**config.mk**
```make
export PLATFORM = sky130hd
export DESIGN_NAME = mm_port_arb_flat
export DESIGN_NICKNAME = d
export VERILOG_FILES = /design/src/rtl/mm_port_arb_if.sv /design/src/rtl/mm_port_arb.sv /design/src/flat_wrapper.sv
export SDC_FILE = /design/constraint.sdc
export NUM_CORES = 1
export LEC_CHECK = 0
export CORE_ASPECT_RATIO = 0.6
export CORE_MARGIN = 1.5
export CORE_UTILIZATION = 38
export DETAILED_ROUTE_END_ITERATION = 16
export PLACE_DENSITY = 0.79
export SYNTH_ARGS = -nofsm -noshare
export SYNTH_HDL_FRONTEND = slang
export SYNTH_SLANG_ARGS = --single-unit
```
**constraint.sdc**
```tcl
create_clock -name clk -period 3.9 [get_ports clk]
set_input_delay 0.78 -clock clk [delete_from_list [all_inputs] [get_ports clk]]
set_output_delay 0.78 -clock clk [all_outputs]
set_load 0.01 [all_outputs]
```
**src/rtl/mm_port_arb_if.sv**
```systemverilog
// Requester-side bundle for one port of mm_port_arb.
// The requester holds its request fields until it sees gnt.
interface mm_port_arb_if #(
  parameter int AW = 32
);
  logic          req;
  logic [1:0]    wr;
  logic [AW-1:0] addr;
  logic [31:0]   wdata;
  logic          gnt;
  logic          rvalid;
  logic [31:0]   rdata;
  logic          err;

  modport master (output req, wr, addr, wdata, input gnt, rvalid, rdata, err);
  modport slave  (input req, wr, addr, wdata, output gnt, rvalid, rdata, err);
endinterface

```
**src/rtl/mm_port_arb.sv**
```systemverilog
// Two-requester arbiter/sequencer for the main-memory data port (IDLE -> ISSUE -> RESP).
// Define MM_ARB_RR_EN for round-robin tie-breaking; otherwise requester 0 has fixed priority.
module mm_port_arb #(
  parameter int MEM_BYTES = 256,
  parameter int AW        = 32
) (
  input  logic            clk,
  input  logic            rst_n,
  mm_port_arb_if.slave    r0,
  mm_port_arb_if.slave    r1,
  output logic [1:0]      mm_wr,
  output logic [AW-1:0]   mm_d_in_addr,
  output logic [AW-1:0]   mm_d_out_addr,
  output logic [31:0]     mm_d_in,
  input  logic [31:0]     mm_d_out
);

  localparam logic [1:0]  WR_NONE = 2'd0;
  localparam logic [1:0]  WR_B    = 2'd1;
  localparam logic [1:0]  WR_HW   = 2'd2;
  localparam logic [AW:0] LIMIT   = (AW+1)'(MEM_BYTES);

  typedef enum logic [1:0] {IDLE, ISSUE, RESP} state_t;

  state_t        state_reg;
  logic          owner_reg;
  logic          read_reg;
  logic [1:0]    gnt_reg;
  logic [1:0]    err_reg;
  logic [1:0]    rvalid_reg;
  logic [1:0]    mm_wr_reg;
  logic [AW-1:0] mm_d_in_addr_reg;
  logic [AW-1:0] mm_d_out_addr_reg;
  logic [31:0]   mm_d_in_reg;

  logic [1:0]    req;
  logic [1:0]    wr_in    [2];
  logic [AW-1:0] addr_in  [2];
  logic [31:0]   wdata_in [2];
  logic [1:0]    legal;
  logic          win;

  assign req         = {r1.req, r0.req};
  assign wr_in[0]    = r0.wr;
  assign wr_in[1]    = r1.wr;
  assign addr_in[0]  = r0.addr;
  assign addr_in[1]  = r1.addr;
  assign wdata_in[0] = r0.wdata;
  assign wdata_in[1] = r1.wdata;

  // Legality is judged on the live request so ISSUE can act on a registered decision.
  // The last-byte address is one bit wider than AW so it can never wrap.
  generate
    for (genvar gi = 0; gi < 2; gi++) begin : g_legal
      logic [AW:0] last;
      logic        aligned;
      always_comb begin
        last    = {1'b0, addr_in[gi]} + (AW+1)'(3);
        aligned = (addr_in[gi][1:0] == 2'b00);
        case (wr_in[gi])
          WR_B: begin
            last    = {1'b0, addr_in[gi]};
            aligned = 1'b1;
          end
          WR_HW: begin
            last    = {1'b0, addr_in[gi]} + (AW+1)'(1);
            aligned = ~addr_in[gi][0];
          end
          default: ;
        endcase
      end
      assign legal[gi] = aligned && (last < LIMIT);
    end
  endgenerate

`ifdef MM_ARB_RR_EN
  logic ptr_reg;

  assign win = (req == 2'b11) ? ptr_reg : req[1];

  // Pointer moves to the requester that did not just win.
  always_ff @(posedge clk) begin
    if (!rst_n) begin
      ptr_reg <= 1'b0;
    end else if (state_reg == IDLE && |req) begin
      ptr_reg <= ~win;
    end
  end
`else
  assign win = ~req[0];
`endif

  always_ff @(posedge clk) begin
    if (!rst_n) begin
      state_reg         <= IDLE;
      owner_reg         <= 1'b0;
      read_reg          <= 1'b0;
      gnt_reg           <= 2'b00;
      err_reg           <= 2'b00;
      rvalid_reg        <= 2'b00;
      mm_wr_reg         <= WR_NONE;
      mm_d_in_addr_reg  <= '0;
      mm_d_out_addr_reg <= '0;
      mm_d_in_reg       <= '0;
    end else begin
      gnt_reg          <= 2'b00;
      err_reg          <= 2'b00;
      rvalid_reg       <= 2'b00;
      mm_wr_reg        <= WR_NONE;
      mm_d_in_addr_reg <= '0;
      mm_d_in_reg      <= '0;
      case (state_reg)
        IDLE: begin
          if (|req) begin
            owner_reg <= win;
            gnt_reg   <= win ? 2'b10 : 2'b01;
            read_reg  <= 1'b0;
            state_reg <= ISSUE;
            if (!legal[win]) begin
              err_reg <= win ? 2'b10 : 2'b01;
            end else if (wr_in[win] == WR_NONE) begin
              read_reg          <= 1'b1;
              mm_d_out_addr_reg <= addr_in[win];
            end else begin
              mm_wr_reg        <= wr_in[win];
              mm_d_in_addr_reg <= addr_in[win];
              mm_d_in_reg      <= wdata_in[win];
            end
          end
        end
        ISSUE: begin
          if (read_reg) begin
            rvalid_reg <= owner_reg ? 2'b10 : 2'b01;
            state_reg  <= RESP;
          end else begin
            state_reg <= IDLE;
          end
        end
        RESP:    state_reg <= IDLE;
        default: state_reg <= IDLE;
      endcase
    end
  end

  assign mm_wr         = mm_wr_reg;
  assign mm_d_in_addr  = mm_d_in_addr_reg;
  assign mm_d_out_addr = mm_d_out_addr_reg;
  assign mm_d_in       = mm_d_in_reg;

  assign r0.gnt    = gnt_reg[0];
  assign r0.err    = err_reg[0];
  assign r0.rvalid = rvalid_reg[0];
  assign r0.rdata  = mm_d_out;
  assign r1.gnt    = gnt_reg[1];
  assign r1.err    = err_reg[1];
  assign r1.rvalid = rvalid_reg[1];
  assign r1.rdata  = mm_d_out;

endmodule

```
**src/flat_wrapper.sv**
```systemverilog
// flat-port wrapper written by rule: the top's interface ports become plain ports
module mm_port_arb_flat 
#(
  parameter int MEM_BYTES = 256,
  parameter int AW        = 32
)
  (clk, rst_n, mm_wr, mm_d_in_addr, mm_d_out_addr, mm_d_in, mm_d_out, r0_req, r0_wr, r0_addr, r0_wdata, r0_gnt, r0_rvalid, r0_rdata, r0_err, r1_req, r1_wr, r1_addr, r1_wdata, r1_gnt, r1_rvalid, r1_rdata, r1_err);
  mm_port_arb_if #(.AW(AW)) r0_i ();
  mm_port_arb_if #(.AW(AW)) r1_i ();
  input  logic clk;
  input  logic rst_n;
  output logic [1:0] mm_wr;
  output logic [AW-1:0] mm_d_in_addr;
  output logic [AW-1:0] mm_d_out_addr;
  output logic [31:0] mm_d_in;
  input  logic [31:0] mm_d_out;
  input wire logic [$bits(r0_i.req)-1:0] r0_req;
  input wire logic [$bits(r0_i.wr)-1:0] r0_wr;
  input wire logic [$bits(r0_i.addr)-1:0] r0_addr;
  input wire logic [$bits(r0_i.wdata)-1:0] r0_wdata;
  output wire logic [$bits(r0_i.gnt)-1:0] r0_gnt;
  output wire logic [$bits(r0_i.rvalid)-1:0] r0_rvalid;
  output wire logic [$bits(r0_i.rdata)-1:0] r0_rdata;
  output wire logic [$bits(r0_i.err)-1:0] r0_err;
  input wire logic [$bits(r1_i.req)-1:0] r1_req;
  input wire logic [$bits(r1_i.wr)-1:0] r1_wr;
  input wire logic [$bits(r1_i.addr)-1:0] r1_addr;
  input wire logic [$bits(r1_i.wdata)-1:0] r1_wdata;
  output wire logic [$bits(r1_i.gnt)-1:0] r1_gnt;
  output wire logic [$bits(r1_i.rvalid)-1:0] r1_rvalid;
  output wire logic [$bits(r1_i.rdata)-1:0] r1_rdata;
  output wire logic [$bits(r1_i.err)-1:0] r1_err;
  assign r0_i.req = r0_req;
  assign r0_i.wr = r0_wr;
  assign r0_i.addr = r0_addr;
  assign r0_i.wdata = r0_wdata;
  assign r0_gnt = r0_i.gnt;
  assign r0_rvalid = r0_i.rvalid;
  assign r0_rdata = r0_i.rdata;
  assign r0_err = r0_i.err;
  assign r1_i.req = r1_req;
  assign r1_i.wr = r1_wr;
  assign r1_i.addr = r1_addr;
  assign r1_i.wdata = r1_wdata;
  assign r1_gnt = r1_i.gnt;
  assign r1_rvalid = r1_i.rvalid;
  assign r1_rdata = r1_i.rdata;
  assign r1_err = r1_i.err;
  mm_port_arb #(.MEM_BYTES(MEM_BYTES), .AW(AW)) u_core (.clk(clk), .rst_n(rst_n), .r0(r0_i), .r1(r1_i), .mm_wr(mm_wr), .mm_d_in_addr(mm_d_in_addr), .mm_d_out_addr(mm_d_out_addr), .mm_d_in(mm_d_in), .mm_d_out(mm_d_out));
endmodule
```
congestion.png
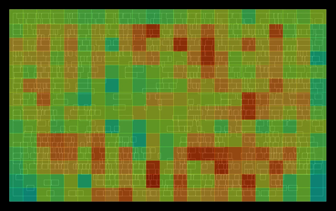
routing usage on met3: 10.5%
final core occ: 60.2%
WL per Instance: 17.3 microns

wires.png
Only two layers are drawn.
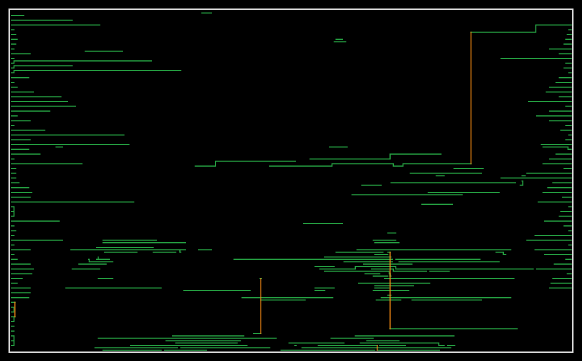
[green] metal 3 | wire length: 2,320 microns
[orange] metal 4 | wire length: 80.2 microns
wire length reported by the detailed router: 19,100 microns
total global routing track utilization: 24.0%
number of vias after detailed routing: 5,617

==> results.yml <==
# generated from flow reports
worst_setup_path:
  cp_data_arrival_time_ns: 4.01
  critical_path.reg2reg.endpoint: "u_core.mm_wr[0]"
  cpMaxStageDelayCell: "sky130_fd_sc_hd__or4_4"
  worst_endpoint_required_time_ns: 4.17
  worst-path-stages: 16
  crit_type: "primary input to register"
  type_of_origin_of_the_critical_path: "primary input"
  worst_reg2reg_startpoint: "u_core.state_reg[0]"
  cp_startpoint: "r0_wr[0]"
  crit_end_category: "register"
  cp_top_family: "simple AND/OR/NAND/NOR gates"
  worstPathMaxFanout: 4
  most_common_cell_on_crit_path: "sky130_fd_sc_hd__buf_4"
grt:
  first_global_vias: 5269
  grt.overflow.total: 0
  grt_antenna_before_repair: 1
  grt_met2_usage_pct: 34.0
final_layout:
  fin_cells: 1104
  area.share.combinational_pct: 32.6
  clock_buffers: 9
  seqAreaFraction_pct: 24.8
  layout_top_cells: "237 x sky130_fd_sc_hd__clkdlybuf4s50_1, 108 x sky130_fd_sc_hd__dfxtp_1, 77 x sky130_fd_sc_hd__nand2_1, 60 x sky130_fd_sc_hd__buf_4, 46 x sky130_fd_sc_hd__a21oi_1"
  n_antenna_cell: 1
  mostFrequentLayoutCell: "sky130_fd_sc_hd__clkdlybuf4s50_1"
  nNetsFinal: 1074
  final.signal_inverter_count: 42
floorplanning:
  chipWidth_microns: 160
  die_span_y_microns: 97.1
  floorplan.rows: 34
  nWellTaps: 198
timing:
  fin_tns_setup_ns: 0
  finClkSkew_ns: 0.00653
  slew-limit-headroom_pct: 47.0
  whs_ns: 0.436
  post-route-min-period_ns: 3.73
  worst_slack_ns: 0.167
  timing.final.hold_violations: 0
place:
  dpl_cell_area_sq_mm: 0.00824
  post-place-ws_ns: -0.274
  place.detailed.hpwl_microns: 14900
  placed_cells: 1084
  buffer_ports.inserted: 239
clock_network:
  worst_skew_pair.late_latency_ns: 0.34
  cts_num_sinks: 108
  clock_tree.htree_level_count: 3
  cts_buffer_depth: 2
  cts_buffer_count: 9
  cts.clk_slew.worst_paths_ns: 0.08
  clock_tree_root: "sky130_fd_sc_hd__clkbuf_16"
  tritoncts: "done"
route:
  detail_route.drc_violations: 0
  detail_route.first_pass.iterations: 5
  wl_met2_microns: 7810
  post_drt_via_cell_ratio: 5.09
  final_antenna_net_count: 0
  post_route_m1_wl_microns: 8860
min_path:
  hold_path.class: "register to register"
  worst_hold_startpoint: "u_core.mm_d_out_addr[12]"
  worstHoldEndpoint: "u_core.mm_d_out_addr[12]"
synth:
  fa_ha_area_share_pct: 1.34
  postSynth.asyncResetShare_pct: 0
  synthTopCellsByCount: "108 x sky130_fd_sc_hd__dfxtp_1, 77 x sky130_fd_sc_hd__nand2_1, 68 x sky130_fd_sc_hd__buf_4"
  post-synth-top-area-fraction_pct: 38.6
  synth_compound_gate_area_share_pct: 11.8
  synth.cellmix.simpleShare_pct: 23.2
  yosys_register_bits: 108
  count_of_library_flops_with_an_enable_pin: 0
  yosysMostFrequentCell: "sky130_fd_sc_hd__dfxtp_1"
  netlist.top_cell.by_area: "sky130_fd_sc_hd__dfxtp_1"
  synth.cell_area_sq_mm: 0.00561
  area_leaders: "sky130_fd_sc_hd__dfxtp_1 39%, sky130_fd_sc_hd__buf_4 9.1%, sky130_fd_sc_hd__mux2_2 8.0%"
  syn_inst: 653
outcome:
  run_status: "completed"
pwr:
  switching_power_uw: 658
  power.share.switching_pct: 26.5
  power.total_mw: 2.49
  pwr_density_cell_mw_per_mm2: 286
run:
  cap_viol_max_count: 0
placement_by_type.png
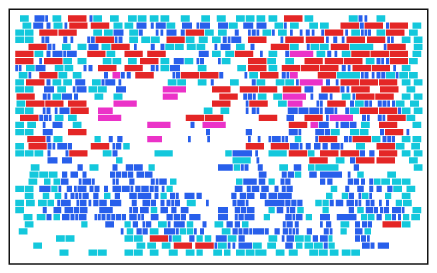
[red] flops | cells: 108
[magenta] clock drivers and dummy loads | cells: 16
[blue] combinational and other logic | cells: 476
[cyan] other buffers and delay cells | cells: 305

clk_routes.png
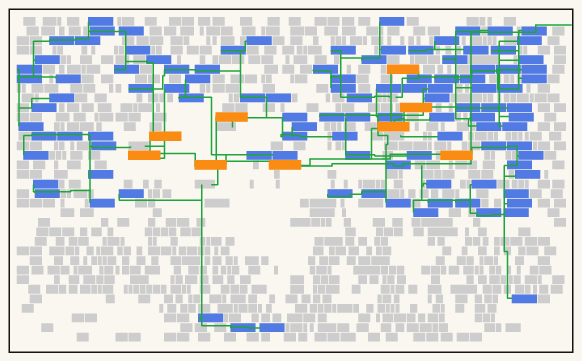
[orange] clock drivers | count: 9
[green] clock wires | length: 1,330 microns
[blue] flip-flops | count: 108
routed clock nets: 10

==> power by group through the flow <==
stage | sequential, mW | combinational [mW] | clock (mW)
CTS | 1.12 | 0.420 | 0.966
global placement | 1.15 | 0.418 | 0
floorplan | 1.16 | 0.215 | 0
finish | 1.12 | 0.426 | 0.935
detailed placement | 1.15 | 0.417 | 0
global route | 1.13 | 0.462 | 1.02
==> logic make-up after synthesis <==
| group | after synthesis |
|---|---|
| mux | 52 |
| buf+inv | 134 |
| flops | 108 |
| simple gates | 242 |
| other cells | 1 |
| compound gates | 103 |
| fa+ha+maj | 6 |
| xor+xnor | 7 |
==> what timing repair did <==
item	CTS	global route
buffers inserted	0	1
resized	0	17
hold buffers	0	0
setup endpoints to repair	0	33
Power and IR drop assume default switching activity.
